## config.mk

```make
export PLATFORM = sky130hd
export DESIGN_NAME = fetch_sequencer
export DESIGN_NICKNAME = d
export VERILOG_FILES = /design/src/rtl/proc_pkg.sv /design/src/rtl/fetch_pc_reg.sv /design/src/rtl/fetch_sequencer.sv
export SDC_FILE = /design/constraint.sdc
export NUM_CORES = 1
export LEC_CHECK = 0
export CORE_MARGIN = 5
export CORE_UTILIZATION = 48
export CTS_BUF_LIST = sky130_fd_sc_hd__clkbuf_4
export DETAILED_ROUTE_END_ITERATION = 16
export PLACE_DENSITY = 0.83
export SETUP_SLACK_MARGIN = 0.2
export SYNTH_ARGS = -nofsm -noshare
export SYNTH_HDL_FRONTEND = slang
export SYNTH_HIERARCHICAL = 1
export SYNTH_SLANG_ARGS = --single-unit
```

## constraint.sdc

```tcl
create_clock -name clk -period 2.5 [get_ports clk]
set_clock_uncertainty 0.2 [all_clocks]
set_input_delay 0.5 -clock clk [delete_from_list [all_inputs] [get_ports clk]]
set_output_delay 0.5 -clock clk [all_outputs]
set_load 0.01 [all_outputs]
```

## src/rtl/proc_pkg.sv

```systemverilog
// Shared definitions for the 9-bit processor front end.
package proc_pkg;

    localparam int unsigned PC_W         = 10;
    localparam int unsigned INSTR_W      = 9;
    localparam int unsigned CNT_W        = 16;
    localparam int unsigned NUM_PROGRAMS = 3;
    localparam logic [INSTR_W-1:0] HALT_WORD = 9'b010000000;
    localparam int unsigned PROG0_BASE   = 0;
    localparam int unsigned PROG1_BASE   = 256;
    localparam int unsigned PROG2_BASE   = 512;

    typedef enum logic [2:0] {
        IDLE,
        ARMED,
        RUN,
        HALTED,
        FINISHED
    } fetch_state_t;

    // Start address of the program run selected by idx; indices past the
    // last program fall back to the final base.
    function automatic int unsigned prog_base(input logic [1:0] idx,
                                              input int unsigned b0,
                                              input int unsigned b1,
                                              input int unsigned b2);
        case (idx)
            2'd0:    return b0;
            2'd1:    return b1;
            default: return b2;
        endcase
    endfunction

endpackage

```

## src/rtl/fetch_pc_reg.sv

```systemverilog
// Program counter with its next-pc priority mux.
// A base load wins over everything. Otherwise the pc only moves while
// advance is high. Within an advance, hold beats branch, and branch beats
// increment.
module fetch_pc_reg #(
    parameter int unsigned     PC_W     = 10,
    parameter logic [PC_W-1:0] RESET_PC = '0
) (
    input  logic            clk,
    input  logic            reset,
    input  logic            load,
    input  logic [PC_W-1:0] load_addr,
    input  logic            advance,
    input  logic            hold,
    input  logic            branch_taken,
    input  logic [PC_W-1:0] branch_target,
    output logic [PC_W-1:0] pc
);

    logic [PC_W-1:0] pc_next;

    // Next-pc selection; the increment wraps naturally mod 2^PC_W.
    always_comb begin
        pc_next = pc;
        if (load) begin
            pc_next = load_addr;
        end else if (advance) begin
            if (hold) begin
                pc_next = pc;
            end else if (branch_taken) begin
                pc_next = branch_target;
            end else begin
                pc_next = pc + PC_W'(1);
            end
        end
    end

    // PC register with synchronous active-low reset.
    always_ff @(posedge clk) begin
        if (!reset) begin
            pc <= RESET_PC;
        end else begin
            pc <= pc_next;
        end
    end

endmodule

```

## src/rtl/fetch_sequencer.sv

```systemverilog
// Fetch front end. It owns the pc, issues instructions to decode, detects
// the halt word, and runs the start/done handshake across the program runs.
module fetch_sequencer
    import proc_pkg::*;
#(
    parameter int unsigned        PC_W         = proc_pkg::PC_W,
    parameter int unsigned        INSTR_W      = proc_pkg::INSTR_W,
    parameter int unsigned        NUM_PROGRAMS = proc_pkg::NUM_PROGRAMS,
    parameter logic [INSTR_W-1:0] HALT_WORD    = proc_pkg::HALT_WORD,
    parameter int unsigned        PROG0_BASE   = proc_pkg::PROG0_BASE,
    parameter int unsigned        PROG1_BASE   = proc_pkg::PROG1_BASE,
    parameter int unsigned        PROG2_BASE   = proc_pkg::PROG2_BASE,
    parameter int unsigned        CNT_W        = proc_pkg::CNT_W
) (
    input  logic               clk,
    input  logic               reset,
    input  logic               start,
    output logic               done,
    output logic [PC_W-1:0]    imem_addr,
    input  logic [INSTR_W-1:0] imem_data,
    output logic [INSTR_W-1:0] instr_out,
    output logic               instr_valid,
    input  logic               stall,
    input  logic               branch_taken,
    input  logic [PC_W-1:0]    branch_target,
    output logic [1:0]         prog_idx,
    output logic [CNT_W-1:0]   cycle_count
);

    fetch_state_t    state, state_next;
    logic [PC_W-1:0] pc;
    logic [PC_W-1:0] base_addr;
    logic            is_halt;
    logic            last_prog;
    logic            load_pc;
    logic            run_adv;

    // The cycle counter sticks at all-ones instead of wrapping.
    function automatic logic [CNT_W-1:0] sat_inc(input logic [CNT_W-1:0] v);
        return (&v) ? v : v + CNT_W'(1);
    endfunction

    assign is_halt   = (imem_data == HALT_WORD);
    assign last_prog = (prog_idx == 2'(NUM_PROGRAMS - 1));
    assign base_addr = PC_W'(prog_base(prog_idx, PROG0_BASE, PROG1_BASE, PROG2_BASE));
    assign imem_addr = pc;
    assign instr_out = imem_data;

    fetch_pc_reg #(
        .PC_W     (PC_W),
        .RESET_PC (PC_W'(PROG0_BASE))
    ) u_pc (
        .clk           (clk),
        .reset         (reset),
        .load          (load_pc),
        .load_addr     (base_addr),
        .advance       (run_adv),
        .hold          (is_halt || stall),
        .branch_taken  (branch_taken),
        .branch_target (branch_target),
        .pc            (pc)
    );

    // FSM state register.
    always_ff @(posedge clk) begin
        if (!reset) begin
            state <= IDLE;
        end else begin
            state <= state_next;
        end
    end

    // Next-state and handshake outputs; done follows the registered state,
    // so it rises the cycle after the halt word is seen.
    always_comb begin
        state_next  = state;
        done        = 1'b0;
        instr_valid = 1'b0;
        load_pc     = 1'b0;
        run_adv     = 1'b0;
        case (state)
            IDLE: begin
                if (start) state_next = ARMED;
            end
            ARMED: begin
                if (!start) begin
                    state_next = RUN;
                    load_pc    = 1'b1;
                end
            end
            RUN: begin
                run_adv     = 1'b1;
                instr_valid = !is_halt;
                if (is_halt) state_next = last_prog ? FINISHED : HALTED;
            end
            HALTED: begin
                done = 1'b1;
                if (start) state_next = ARMED;
            end
            FINISHED: begin
                done = 1'b1;
            end
            default: begin
                state_next = IDLE;
            end
        endcase
    end

    // Program index advances on each halt except the one that finishes.
    // The cycle counter clears at launch, counts RUN cycles, and holds otherwise.
    always_ff @(posedge clk) begin
        if (!reset) begin
            prog_idx    <= '0;
            cycle_count <= '0;
        end else begin
            if (state == RUN && is_halt && !last_prog) begin
                prog_idx <= prog_idx + 2'd1;
            end
            if (state == ARMED && !start) begin
                cycle_count <= '0;
            end else if (state == RUN) begin
                cycle_count <= sat_inc(cycle_count);
            end
        end
    end

endmodule

```

Run 1, routing congestion:
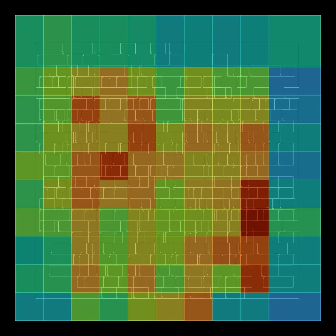
final core occ: 70.1%
Routed WL per cell: 14.8 µm

Run 1, M2 wires:
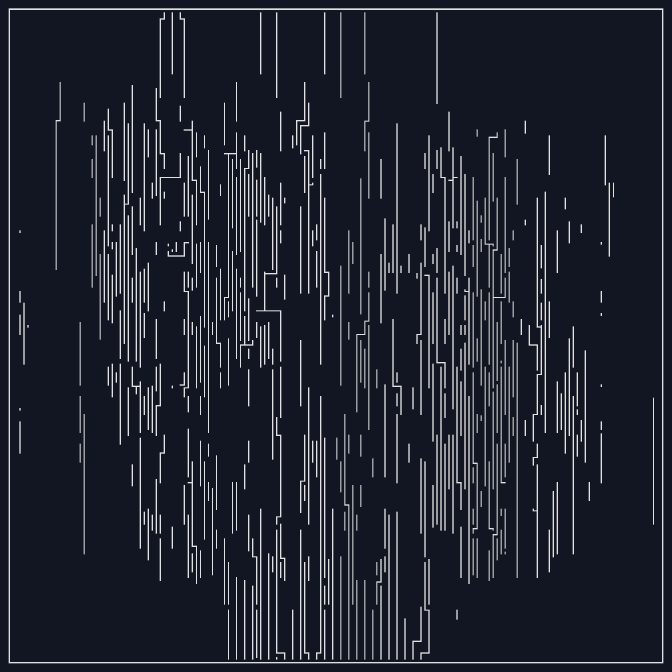
286 nets have wire on it. The layer carries 2700 µm of wire. The layer holds 50% of the routed length. The longest straight run is 29.4 µm.
total wire length: 5420 µm
DR vias: 2053

Run 1, gate families picked out:
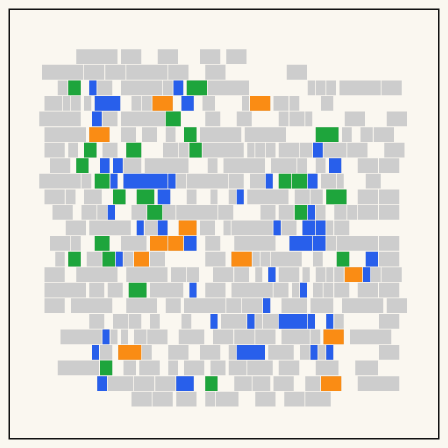
Blue is NAND gates, cells 45, most used nand2_1. Green is AND and OR gates, cells 24, most used or3_1. Orange is AND-OR and OR-AND gates, cells 12.
most frequent logic cell in the layout: clkdlybuf4s50_1
multi-input combinational area share: 45.1%
Non-Filler Instances: 365

==> Changelog: implementation, run 1 <==
## Flow update

- Run status: finished clean
- Init Core Util: 50.0%
- Global Route met2 Usage: 32.5%
- Chip area: 5600 µm²
- Pwr Total: 0.00108 W
- Chip Area, Yosys: 2020 µm²
- First-pass GRT wire length: 8540 µm
- Post-DRT Antenna Nets: 0
- Signal inverters: 8
- Cell variety after synth: 59
- Critical path cell sequence: clkdlybuf4s50_1, clkdlybuf4s50_1
- CP startpoint kind: input pin
- Synthesis-to-finish area growth: 40.2%
- Top cell type's share of synthesized area: 30.8%
- Number of CTS-inserted buffers: 5
- Power Combinational: 0.000247 W
- Synth area leader: dfxtp_1
- Power Clock: 0.000297 W
- Critical path endpoint category: primary output
- CP Data Arrival Time: 1.57 ns
- Tap Cells: 50
- Register area: 621 µm²
- Signal buffers: 81
- GR Overflow Total: 0
- Hpwl dp: 4000 µm
- Met3 routed WL: 304 µm
- Place WS: -0.249 ns
- Sequential power share: 49.6%
- Peak supply drop: between 0.2 and 0.3 mV
- Hold EP: prog_idx[1]
- Ports: approximately 63
- Signal buf overhead: between 20% and 30%
- Biggest regs: cycle_count x16, u_pc/pc x10, state x3
- Port buffer count: about 62
- Die width: 74.8 µm
- Crit path max fanout: 2
- Number of flip-flops in the largest register: 16
- Post-layout nets: 344
- Most flops, register: cycle_count
- Placer Congestion: 0.857
- Sequential power: 0.000534 W
- Top cells by area: dfxtp_1 (31%), a21oi_1 (4.5%), nand2_1 (4.3%)
- Vias in the first global route: 1917
- Max clock buf depth: 2
- Clk network pwr share: between 20 and 30%
- Post-CTS setup buffers: 1
- Cell Int Power: 0.000774 W
- Heaviest power group: registers
- Post-synth EDFFs: 0
- Switch share: 28.2%
- H-Tree Depth: 2
- Synth top cell by count: dfxtp_1
- Logic area: 1270 µm²
- Initial antenna violation count: 0
- R2r startpoint: cycle_count[0]
- Most numerous logic cells after layout: clkdlybuf4s50_1 (56), dfxtp_1 (31), nand2_1 (23), a21oi_1 (18), buf_4 (17)
- Fmax: between 0.4 and 0.5 GHz
- Setup-failing EPs final: 0
- Slowest stage delay, CP: 0.57 ns
- Largest net degree at the start of global routing: 18
- Cell area after synthesis: 2020 µm²
- CP max stage cell: clkdlybuf4s50_1
- Pre-Repair DR Iteration Count: 4
- Clock Pin Slew Worst Setup and Hold Paths: ~0.10 ns
- Seq area share: 22.0%
- Asr flop ratio synth: 0%
- Filler cells: between 300 and 400
- Final period util: 90.7%
- Leakage: 1.09 nW
- Core area: 4030 µm²
-- run 1: how the worst max path moves through the flow --
stage	start	end	slack [ns]	depth (start not counted)
2_1_floorplan	state[1]	u_pc/pc[8]	0.31	8
6_report	imem_data[7]	instr_out[7]	0.23	2
4_1_cts	imem_data[7]	instr_out[7]	0.22	2
3_5_place_dp	imem_data[2]	instr_valid	-0.25	5
5_1_grt	imem_data[3]	u_pc/pc[7]	0.18	11
3_3_place_gp	imem_data[2]	instr_valid	-0.21	5
-- run 1: kinds of logic (layout without fill, tap and decap cells) --
family	Yosys count	in the layout	synth area share (%)
DFF	31	31	30.8
AOI/OAI and AO/OA	70	70	22.7
other	1	8	0.186
adders and majority gates	6	6	3.72
buffers and inverters	29	97	9.74
xor gates and xnor gates	1	1	0.435
muxes	7	7	3.66
and+or+nand+nor	95	95	28.8
Run 1, routed metal, one colour a layer:
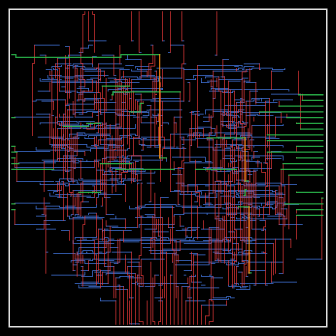

==> run 1 -> run 2 <==
--- a/config.mk
+++ b/config.mk
@@ -9,9 +9,11 @@
 export CORE_UTILIZATION = 48
 export CTS_BUF_LIST = sky130_fd_sc_hd__clkbuf_4
 export DETAILED_ROUTE_END_ITERATION = 16
-export PLACE_DENSITY = 0.83
+export HOLD_SLACK_MARGIN = 0.05
+export PLACE_DENSITY = 0.85
 export SETUP_SLACK_MARGIN = 0.2
 export SYNTH_ARGS = -nofsm -noshare
 export SYNTH_HDL_FRONTEND = slang
 export SYNTH_HIERARCHICAL = 1
 export SYNTH_SLANG_ARGS = --single-unit
+export TNS_END_PERCENT = 5
Run 2, routed metal, one colour a layer:
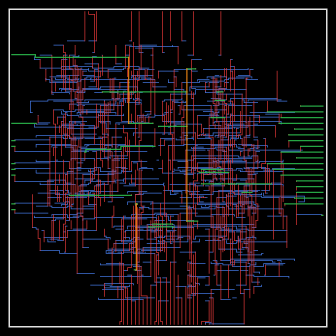
Orange is met4, wire length 67.3 µm. Green is met3, wire length 309 µm. Blue is met1, wire length 2370 µm. Red is met2, wire length 2490 µm.
total wire length: 5240 µm
Routed WL per cell: 14.5 µm
DR vias: 2078
GRT Overall Usage: 19.3%

==> Changelog: implementation, run 2 <==
## Flow update

- Run status: finished clean
- CP top delay family: buffers and inverters
- Hpwl dp: 3850 µm (-3.8%)
- CP max stage cell: clkdlybuf4s50_1
- Crit path kind: input pin to primary output
- Synth top cells by count: dfxtp_1 (31), nand2_1 (23), a21oi_1 (18)
- Crit path max fanout: 2 (unchanged)
- Mux cell area share: 3.66% (unchanged)
- Post-layout nets: 341 (-0.87%)
- Pre-Repair DR Iteration Count: 4 (unchanged)
- Ys cells: roughly 240
- Slowest stage delay, CP: 0.55 ns (-0.02 ns)
- Most frequent logic cell in the layout: clkdlybuf4s50_1
- Max clock buf depth: 2 (unchanged)
- Setup TNS: 0 ns
- Post-DRT Antenna Nets: 0 (unchanged)
- CTS tree: yes
- Tool warnings: 29
- Metal2 WL: 2490 µm
- Heaviest power group: registers
- Vias per cell: around 5.7
- Setup-failing EPs final: 0 (unchanged)
- Simple Share, Synth: 28.8% (unchanged)
- Vias in the first global route: 1925 (+0.42%)
- Synth warnings: 6
- Critical Path Source: imem_data[8]
- Met1 Use GR: 24.9%
- Init Core Util: 50.0% (unchanged)
- Met3 GRT Util: under 10%
- Placed insts: about 350
- Hold Path Class: flop to flop
- Most numerous logic cells after layout: clkdlybuf4s50_1 (53), dfxtp_1 (30), nand2_1 (23), a21oi_1 (18)
- Top sig layer: met4
- XOR-XNOR Cells, Area Fraction: 0.435% (unchanged)
- Sw Pwr: roughly 0.00033 W
- Post-synth EDFFs: 0 (unchanged)
- Reg2reg path depth: 6
- Die Ht: 74.8 µm
- Tmin final: ~2.2 ns
- Sequential share of the synthesized area: a little under a third
- Port buffer count: 62 (unchanged)
- Asr flop ratio synth: 0% (unchanged)
- Global Route met2 Usage: 32.4% (-0.098 points)
- DRC viols: 0
- Initial antenna violation count: 0 (unchanged)
- Hold EP: prog_idx[1]
- Share of cells above drive strength 1: 13.8%
- Clk network pwr share: 27.3% (-0.2 points)
- Gr busiest metal: met2
- Biggest regs: cycle_count x16, u_pc/pc x10, state x3
- Cell Int Power: 0.000746 W (-3.6%)
- AO/OA Area Share: 22.7% (unchanged)
- Placed Instance Area: 2690 µm²
- Reg2reg end: u_pc/pc[8]
- WHS Path Cells: 2
- CTS sink cnt: 31
- Top cell type's share of synthesized area: 30.8% (unchanged)
- Setup slack after layout: 0.255 ns
- RSZ-0062 raised after global routing: false
- Crit-path most repeated cell: clkdlybuf4s50_1
- Core area: 4030 µm² (unchanged)
- Ports: 63 (unchanged)
- Synthesis-to-finish area growth: 38.3%
- Ant. Diodes: 0
- Fmax: 0.445 GHz (+1.0%)
- Number of flip-flops in the largest register: 16 (unchanged)
- Peak supply drop: 0.295 mV (+7.8%)
- Clock Pin Slew Worst Setup and Hold Paths: 0.10 ns (about the same)
- CP Data Arrival Time: 1.54 ns (-0.03 ns)
- Power Combinational: 0.000244 W (about the same)
- Hold WS: 0.309 ns
- Met3 routed WL: 309 µm (+1.6%)
- Sequential power: 0.000534 W (about the same)
- Worst-Skew Late Latency: 0.34 ns
- Chip area: 5600 µm² (unchanged)
- Switch share: 30.4% (+2.1 points)
- First-pass GRT wire length: 8460 µm (-0.89%)
- GR Overflow Total: 0 (unchanged)
- Largest net degree at the start of global routing: 18 (unchanged)
- Chip Area, Yosys: 2020 µm² (unchanged)
- Crit path DRT: 1.80 ns
- Power Clock: 0.000292 W (-2%)
- Yosys adder share: 3.72% (unchanged)
- Placer Congestion: 0.788 (-8.2%)
- FP Rows: 23
- Synth area leader: dfxtp_1
- Sequential power share: 49.9% (+0.3 points)
- Fin area: 2790 µm²
- Setup slack, reg-to-reg: between 0.4 and 0.5 ns
- Critical path depth in cells: 2 (unchanged)
- Final hold viol count: 0
- Worst path buffer plus inverter count: 2
- Most flops, register: cycle_count
- Critical path cell sequence: clkdlybuf4s50_1, clkdlybuf4s50_1
- # Max-Cap Violations: 0
- Cell variety after synth: 59 (unchanged)
- Pwr Total: 0.00107 W (-0.69%)
- CP startpoint kind: input pin
- Number of CTS-inserted buffers: 5 (unchanged)
- Cell area after synthesis: 2020 µm² (unchanged)
- Place WS: -0.289 ns (-0.0396 ns)
- Ys flops: 31
- CTS root buffer: clkbuf_4
- Comb pwr share: 22.8%
- H-Tree Depth: 2 (unchanged)
- HP Start: prog_idx[1]
- Top cells by area: dfxtp_1 (31%), a21oi_1 (4.5%), nand2_1 (4.3%)
- Syn avg cell area: 8.40 µm²
- Commonest flop: dfxtp_1
- Cells after Synth: 240
- DRT iter0 DRCs: 120
- Filler cells: 338 (+1.8%)
- Final core occ: 69.2% (-0.93 points)
- Fin. max-slew vios: 0
- Die width: 74.8 µm (unchanged)
- Power Density: 384 nW/µm²
- Final period util: 89.8% (-0.91 points)
- Met1 Wirelength: 2370 µm
- R2r startpoint: state[2]
- CP endpoint: instr_out[8]
- Synth top cell by count: dfxtp_1
- Dominant comb cell: simple AND/OR/NAND/NOR gates
- Leakage: 1.07 nW (-1.8%)
- Critical path endpoint category: primary output
Run 2, gate families picked out:
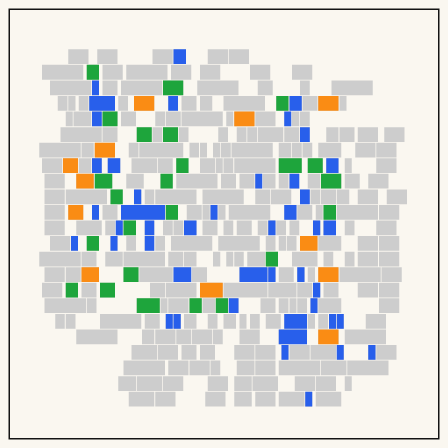
Orange is AND-OR and OR-AND gates, cells 12. Blue is NAND gates, cells 45, most used nand2_1. Green is AND and OR gates, cells 24, most used or3_1.
multi-input combinational area share: 45.5%
Non-Filler Instances: 362

run 2: cell counts after synthesis:
No cell type changed its count.
run 2: area by class of cell:
class	count	area [µm²]	area share, %
multi-input cells	187	1270	45.5
repair buffers	78	741	26.6
flip-flops and latches	31	622	22.3
well taps	50	62.6	2.24
inverters	8	42.5	1.53
clock buffers	5	37.5	1.35
clock inverters	3	15.0	0.539
run 2: cells by family after synthesis:
logic type / count (synthesis)
adder cells (fa/ha/maj): 6
XOR/XNOR: 1
AND/OR/NAND/NOR: 95
AND-OR/OR-AND: 70
buffers and inverters: 29
other: 1
multiplexers: 7
flip-flops: 31
run 2: repair_timing:
action | 4_1_cts | 5_1_grt
setup endpoints to repair | 3 | 9
hold buffers | 0 | 0
resized | 12 | 8
buffers inserted | 1 | 0
pin swaps | 3 | 2
Power figures rest on the tool's default switching activity, not on a simulated workload.
